===== src/rtl/mem_wb_pkg.sv =====
// Shared types and default widths for the MEM/WB pipeline boundary.
// Entry layout and the entry-construction rule live here so both entry registers agree.
package mem_wb_pkg;

  localparam int DATA_W     = 24;
  localparam int REG_ADDR_W = 4;

  typedef enum logic [1:0] {
    EMPTY = 2'd0,
    FULL  = 2'd1,
    SKID  = 2'd2
  } wb_state_t;

  typedef struct packed {
    logic                  valid;
    logic                  we;
    logic [REG_ADDR_W-1:0] rd;
    logic [DATA_W-1:0]     wdata;
  } wb_entry_t;

  // Register 0 is hard-wired, so an instruction targeting it never asserts we.
  function automatic wb_entry_t make_entry(
    input logic                  we,
    input logic                  mem_read,
    input logic [REG_ADDR_W-1:0] rd,
    input logic [DATA_W-1:0]     alu_result,
    input logic [DATA_W-1:0]     mem_data
  );
    wb_entry_t e;
    e.valid = 1'b1;
    e.we    = we & (rd != '0);
    e.rd    = rd;
    e.wdata = mem_read ? mem_data : alu_result;
    return e;
  endfunction

endpackage


===== src/rtl/mem_wb_stage_if.sv =====
// Memory-stage to writeback-stage result channel.
// Handshake: a transfer happens on a rising clk edge where in_valid & in_ready are both 1;
// while in_valid=1 and in_ready=0 the master must hold in_valid and all payload stable.
interface mem_wb_stage_if;
  import mem_wb_pkg::*;

  logic                  in_valid;
  logic                  in_ready;
  logic                  in_writeback_enable;
  logic                  in_mem_read_enable;
  logic [DATA_W-1:0]     in_alu_result;
  logic [DATA_W-1:0]     in_mem_data;
  logic [REG_ADDR_W-1:0] in_rd;

  modport master (
    output in_valid,
    output in_writeback_enable,
    output in_mem_read_enable,
    output in_alu_result,
    output in_mem_data,
    output in_rd,
    input  in_ready
  );

  modport slave (
    input  in_valid,
    input  in_writeback_enable,
    input  in_mem_read_enable,
    input  in_alu_result,
    input  in_mem_data,
    input  in_rd,
    output in_ready
  );

endinterface


===== src/rtl/mem_wb_stage_entry_reg.sv =====
// One writeback entry register with load enable and synchronous clear.
// Clear wins over load so a flush can never be overridden by a same-cycle capture.
module wb_entry_reg
  import mem_wb_pkg::*;
(
  input  logic      clk,
  input  logic      rst_n,
  input  logic      load_i,
  input  logic      clear_i,
  input  wb_entry_t d_i,
  output wb_entry_t q_o
);

  wb_entry_t entry_q;

  always_ff @(posedge clk or negedge rst_n) begin
    if (!rst_n) begin
      entry_q <= '0;
    end else if (clear_i) begin
      entry_q <= '0;
    end else if (load_i) begin
      entry_q <= d_i;
    end
  end

  assign q_o = entry_q;

endmodule


===== src/rtl/mem_wb_stage.sv =====
// MEM/WB boundary: output entry drives the register-file write port, a skid entry
// absorbs one extra result while the port stalls, and the youngest pending write is forwarded.
module mem_wb_stage
  import mem_wb_pkg::*;
(
  input  logic                  clk,
  input  logic                  rst,
  mem_wb_stage_if.slave         in_if,
  input  logic                  flush,
  input  logic                  wb_stall,
  output logic                  rf_we,
  output logic [REG_ADDR_W-1:0] rf_waddr,
  output logic [DATA_W-1:0]     rf_wdata,
  output logic                  fwd_valid,
  output logic [REG_ADDR_W-1:0] fwd_rd,
  output logic [DATA_W-1:0]     fwd_data,
  output logic [15:0]           wb_count,
  output wb_state_t             state_o
);

  wb_state_t   state_q, state_d;
  logic        in_ready_q, in_ready_d;
  logic [15:0] wb_count_q, wb_count_d;

  wb_entry_t   out_e, skid_e, new_e, out_d;
  logic        out_load, out_clr, skid_load, skid_clr;
  logic        accept, drain;

  assign accept = in_if.in_valid & in_ready_q;
  assign drain  = !wb_stall;

  assign new_e = make_entry(in_if.in_writeback_enable, in_if.in_mem_read_enable,
                            in_if.in_rd, in_if.in_alu_result, in_if.in_mem_data);

  wb_entry_reg u_out_entry (
    .clk     (clk),
    .rst_n   (rst),
    .load_i  (out_load),
    .clear_i (out_clr),
    .d_i     (out_d),
    .q_o     (out_e)
  );

  wb_entry_reg u_skid_entry (
    .clk     (clk),
    .rst_n   (rst),
    .load_i  (skid_load),
    .clear_i (skid_clr),
    .d_i     (new_e),
    .q_o     (skid_e)
  );

  // in_ready_d is computed alongside the state so in_ready can be a plain flop.
  always_comb begin
    state_d    = state_q;
    in_ready_d = in_ready_q;
    out_d      = new_e;
    out_load   = 1'b0;
    out_clr    = 1'b0;
    skid_load  = 1'b0;
    skid_clr   = 1'b0;
    if (flush) begin
      state_d    = EMPTY;
      in_ready_d = 1'b1;
      out_clr    = 1'b1;
      skid_clr   = 1'b1;
    end else begin
      unique case (state_q)
        EMPTY: begin
          if (accept) begin
            state_d  = FULL;
            out_load = 1'b1;
          end
        end
        FULL: begin
          if (accept) begin
            if (drain) begin
              out_load = 1'b1;
            end else begin
              state_d    = SKID;
              skid_load  = 1'b1;
              in_ready_d = 1'b0;
            end
          end else if (drain) begin
            state_d = EMPTY;
            out_clr = 1'b1;
          end
        end
        SKID: begin
          if (drain) begin
            state_d    = FULL;
            out_d      = skid_e;
            out_load   = 1'b1;
            skid_clr   = 1'b1;
            in_ready_d = 1'b1;
          end
        end
        default: begin
          state_d    = EMPTY;
          in_ready_d = 1'b1;
          out_clr    = 1'b1;
          skid_clr   = 1'b1;
        end
      endcase
    end
  end

  always_ff @(posedge clk or negedge rst) begin
    if (!rst) begin
      state_q    <= EMPTY;
      in_ready_q <= 1'b1;
      wb_count_q <= '0;
    end else begin
      state_q    <= state_d;
      in_ready_q <= in_ready_d;
      wb_count_q <= wb_count_d;
    end
  end

  // A flush cycle never writes, even if the port happens to be free.
  assign rf_we      = out_e.valid & out_e.we & drain & !flush;
  assign rf_waddr   = out_e.valid ? out_e.rd    : '0;
  assign rf_wdata   = out_e.valid ? out_e.wdata : '0;
  assign wb_count_d = rf_we ? wb_count_q + 16'd1 : wb_count_q;

  always_comb begin
    fwd_valid = 1'b0;
    fwd_rd    = '0;
    fwd_data  = '0;
    if (skid_e.valid && skid_e.we) begin
      fwd_valid = 1'b1;
      fwd_rd    = skid_e.rd;
      fwd_data  = skid_e.wdata;
    end else if (out_e.valid && out_e.we) begin
      fwd_valid = 1'b1;
      fwd_rd    = out_e.rd;
      fwd_data  = out_e.wdata;
    end
  end

  assign in_if.in_ready = in_ready_q;
  assign wb_count       = wb_count_q;
  assign state_o        = state_q;

endmodule


===== src/flat_wrapper.sv =====
// flat-port wrapper written by rule: the top's interface ports become plain ports
module mem_wb_stage_flat import mem_wb_pkg::*;
  (clk, rst, flush, wb_stall, rf_we, rf_waddr, rf_wdata, fwd_valid, fwd_rd, fwd_data, wb_count, state_o, in_if_in_valid, in_if_in_writeback_enable, in_if_in_mem_read_enable, in_if_in_alu_result, in_if_in_mem_data, in_if_in_rd, in_if_in_ready);
  mem_wb_stage_if in_if_i ();
  input  logic clk;
  input  logic rst;
  input  logic flush;
  input  logic wb_stall;
  output logic rf_we;
  output logic [REG_ADDR_W-1:0] rf_waddr;
  output logic [DATA_W-1:0] rf_wdata;
  output logic fwd_valid;
  output logic [REG_ADDR_W-1:0] fwd_rd;
  output logic [DATA_W-1:0] fwd_data;
  output logic [15:0] wb_count;
  output wb_state_t state_o;
  input wire logic [$bits(in_if_i.in_valid)-1:0] in_if_in_valid;
  input wire logic [$bits(in_if_i.in_writeback_enable)-1:0] in_if_in_writeback_enable;
  input wire logic [$bits(in_if_i.in_mem_read_enable)-1:0] in_if_in_mem_read_enable;
  input wire logic [$bits(in_if_i.in_alu_result)-1:0] in_if_in_alu_result;
  input wire logic [$bits(in_if_i.in_mem_data)-1:0] in_if_in_mem_data;
  input wire logic [$bits(in_if_i.in_rd)-1:0] in_if_in_rd;
  output wire logic [$bits(in_if_i.in_ready)-1:0] in_if_in_ready;
  assign in_if_i.in_valid = in_if_in_valid;
  assign in_if_i.in_writeback_enable = in_if_in_writeback_enable;
  assign in_if_i.in_mem_read_enable = in_if_in_mem_read_enable;
  assign in_if_i.in_alu_result = in_if_in_alu_result;
  assign in_if_i.in_mem_data = in_if_in_mem_data;
  assign in_if_i.in_rd = in_if_in_rd;
  assign in_if_in_ready = in_if_i.in_ready;
  mem_wb_stage u_core (.clk(clk), .rst(rst), .in_if(in_if_i), .flush(flush), .wb_stall(wb_stall), .rf_we(rf_we), .rf_waddr(rf_waddr), .rf_wdata(rf_wdata), .fwd_valid(fwd_valid), .fwd_rd(fwd_rd), .fwd_data(fwd_data), .wb_count(wb_count), .state_o(state_o));
endmodule

===== config.mk =====
export PLATFORM = sky130hd
export DESIGN_NAME = mem_wb_stage_flat
export DESIGN_NICKNAME = d
export VERILOG_FILES = /design/src/rtl/mem_wb_pkg.sv /design/src/rtl/mem_wb_stage_if.sv /design/src/rtl/mem_wb_stage_entry_reg.sv /design/src/rtl/mem_wb_stage.sv /design/src/flat_wrapper.sv
export SDC_FILE = /design/constraint.sdc
export NUM_CORES = 1
export LEC_CHECK = 0
export ABC_AREA = 1
export CAP_MARGIN = 25
export CORE_MARGIN = 8
export CORE_UTILIZATION = 49
export CTS_CLUSTER_DIAMETER = 200
export DETAILED_ROUTE_END_ITERATION = 8
export HOLD_SLACK_MARGIN = 0.05
export PLACE_DENSITY = 0.82
export SYNTH_ARGS = -nofsm -noshare
export SYNTH_HDL_FRONTEND = slang
export SYNTH_HIERARCHICAL = 1
export SYNTH_SLANG_ARGS = --single-unit

===== constraint.sdc =====
create_clock -name clk -period 2.2 [get_ports clk]
set_clock_uncertainty 0.15 [all_clocks]
set_input_delay 0.44 -clock clk [delete_from_list [all_inputs] [get_ports clk]]
set_output_delay 0.44 -clock clk [all_outputs]
set_load 0.01 [all_outputs]

m1.png
Supply wires on this layer in grey.
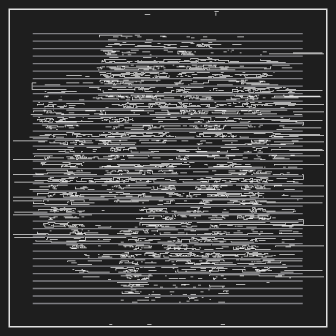
wire length on this layer: 5930 um
share of all routed wire: 40%
nets with wire on the layer: 757
via count: 4835
Post-Route WL: 15020 um
met1 GRT Util: 26.58%

m2.png
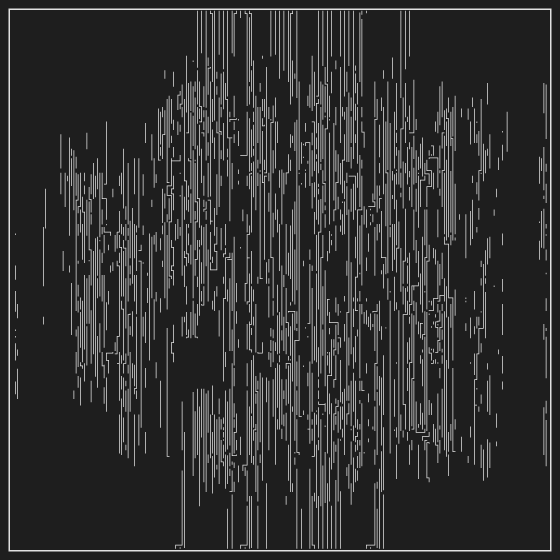
main direction: vertical
longest straight run: 36.0 um
met2 usage: 39.32%

m3.png
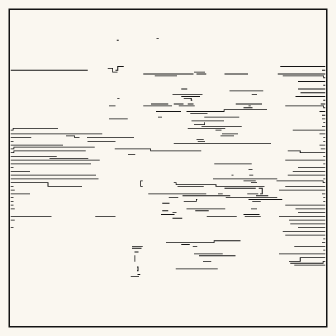
main direction: horizontal
share of all routed wire: 10%

m4.png
Scale bar: 20 um. Supply wires on this layer in grey. Cells faint in the background.
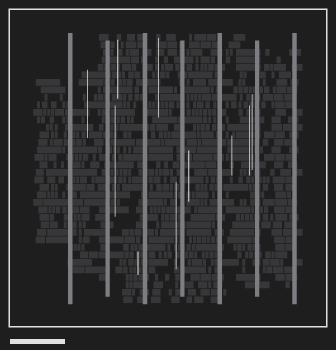
longest straight run: 40.1 um
wire length on this layer: 239 um
nets with wire on the layer: 9
main direction: vertical
share of all routed wire: 1.6%

clock_nets.png
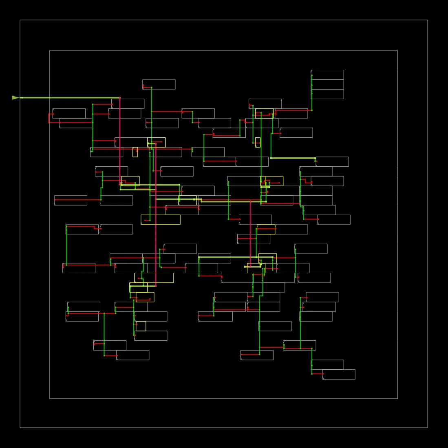
Clk Latency, worst-skew pair: 0.35 ns
count of clock tree sinks: 79

==> impl_metrics.toml <==
# physical design summary
[power]
p_int_mw = 2.661
swShare_pct = 30.36
pwr.group.clock_mw = 1.20
sequentialPowerShare_pct = 43.5
maxPowerGroup = "sequential cells"
max-vdd-ir-drop_v = 0.0003461
power_frac_clock_pct = 31.3
power.switching_mw = 1.160
comb-power_uw = 961
post-layout-total-power_mw = 3.821
power_frac_comb_pct = 25.2
pwr.group.sequential_mw = 1.66

[synth]
synthXorXnorAreaFrac_pct = 1.468
ys_top_cells_by_count = "sky130_fd_sc_hd__nand2_1, sky130_fd_sc_hd__dfrtp_1, sky130_fd_sc_hd__inv_1"
synth-seq-cells = 79
total_cells_reported_by_yosys_after_synthesis = 622
post_synth_tally_of_flip_flops_with_integrated_enable = 0
synth.most_common_cell = "sky130_fd_sc_hd__nand2_1"
synth.cell_area_um2 = 4772
yosysUniqueCellTypes = 33
yosys.area.top_type = "sky130_fd_sc_hd__dfrtp_1"
post_synth.cell_area_avg_um2 = 7.672
synth_compound_gate_area_share_pct = 7.682
synth_top_flop_cell = "sky130_fd_sc_hd__dfrtp_1"
top_logic_family = "simple AND/OR/NAND/NOR gates"
simple_gate_share_pct = 29.94
share_of_synthesized_cell_area_in_full_adder_half_adder_and_majority_cells_pct = 0.2622
synth-async-reset-ratio_pct = 100.0
synth-seq-area-share_pct = 41.45
yosysTopAreaCellShare_pct = 40.90
net_count_after_synthesis = 682
synthesis.instances = 622
synth-warning-count = 6
yosys-mux-area-fraction_pct = 5.978

[worst_setup_path]
critical-path-top-delay-family = "buffers and inverters"
worstSetupPathType = "flip-flop to output port"
worst_reg_to_reg_cells = 7
r2r_setup_slack_ns = 0.27
crit_end = "fwd_data[9]"
stages_on_the_worst_setup_path = 5
rr_startpoint = "u_core/in_if.in_ready"
path_max_fanout = 17
critical_path_required_ns = 1.61
cp-end-kind = "output port"
worstPathArrival_ns = 1.56
critical-path-top-cell-by-count = "sky130_fd_sc_hd__nand2_1"
rr_endpoint = "u_core/u_out_entry/q_o[1]"
timing.critical_path.from = "u_core/u_skid_entry/q_o[29]"
slowest_delay_ns = 0.41
critPathLaunchType = "flip-flop"
slowest_stage = "sky130_fd_sc_hd__dfrtp_1"
crit_path_cell_trace = "nand2_1 > nand2_1 > buf_6 > o22ai_1 > clkdlybuf4s15_2"

[timing]
tightest_slew_ns = 0.5063
timing.final.max_slew_violations = 0
hold_viol_final = 0
worst_slew_margin_rel_pct = 66.17
totalNegativeSetupSlack_ns = 0
fmax_mhz = 465.7
grt_setup_unrepaired = "no"
post-route-worst-setup-slack_ns = 0.05279
min_period_ns = 2.147
timing.final.crit_share_pct = 97.60
timing.hold.ws_ns = 0.3268
setup_viol_count_final = 0

[routing]
ant_nets = 0
drt_pre_antenna_iters = 5
detail_route.iter0.violations = 349
drc = 0
route.detailed.wl_per_inst_um = 16.63
route.top_layer_used = "met4"
routed_met3_length_um = 1500
wl_met1_um = 5932
wl_met2_um = 7344
vias_per_cell = 5.354

[final_layout]
register_area_um2 = 1978
comb_area_share_pct = 34.10
layout.area.top_class = "multi-input combinational cells"
drive_gt1_share_pct = 15.58
final_nets = 825
clockBufferCount = 13
num-nonclk-inverters = 79
final_core_utilization_pct = 67.04
layout_buffer_count_excluding_clock_buffers = 166
antennaDiodeCount = 0
final_instance_count_excl_fillers = 903
syn_to_layout_area_delta_pct = 34.79
logic_area_um2 = 2193
final_common_cell = "sky130_fd_sc_hd__nand2_1"
design_area_um2 = 6432
buf_share_pct = 24.59

[placement]
post_dp_cell_area_um2 = 6217
placed_cells_incl_taps = 881
port-buffer-count = 135
sum_of_net_half_perimeters_after_detailed_placement_um = 10540
place.gp.congestion = 0.8290
detailedPlace.worstSlack_ns = -0.3216

[run_status]
run_status = "completed"

[global_routing]
grt_antenna_before_repair = 0
grt_util_all_layers_pct = 22.69
global_route_wire_length_before_repair_um = 24260
grt_max_degree = 38
grt_util_met3_pct = 5.854
global_route.peak_usage_layer = "met2"

[clock_tree]
cts_tree = "done"
num_cts_buffers = 9
cts.htree.levels = 3
clk_transition_reported_paths_ns = 0.07
cts_hold_repair.buffers = 1
worst_case_clock_buffer_depth = 2
post_cts.resized_instances = 62
post-cts-setup-buffer-count = 4

[job]
drv_cap = 0
warnings = 26

[floorplan]
number_of_tap_cells_added_at_floorplan = 133
num_io_pins = 136
die_height_um = 114.7
die_w_um = 114.7
std_cell_rows = 36
floorplan.die_area_um2 = 13150
core_um2 = 9594

[hold_path]
min_delay_worst_endpoint = "u_core/u_skid_entry/q_o[24]"
startpoint_of_the_worst_hold_path = "u_core/u_skid_entry/q_o[24]"
timing.hold.worst_path_depth = 2
worstHoldPathType = "flip-flop to flip-flop"
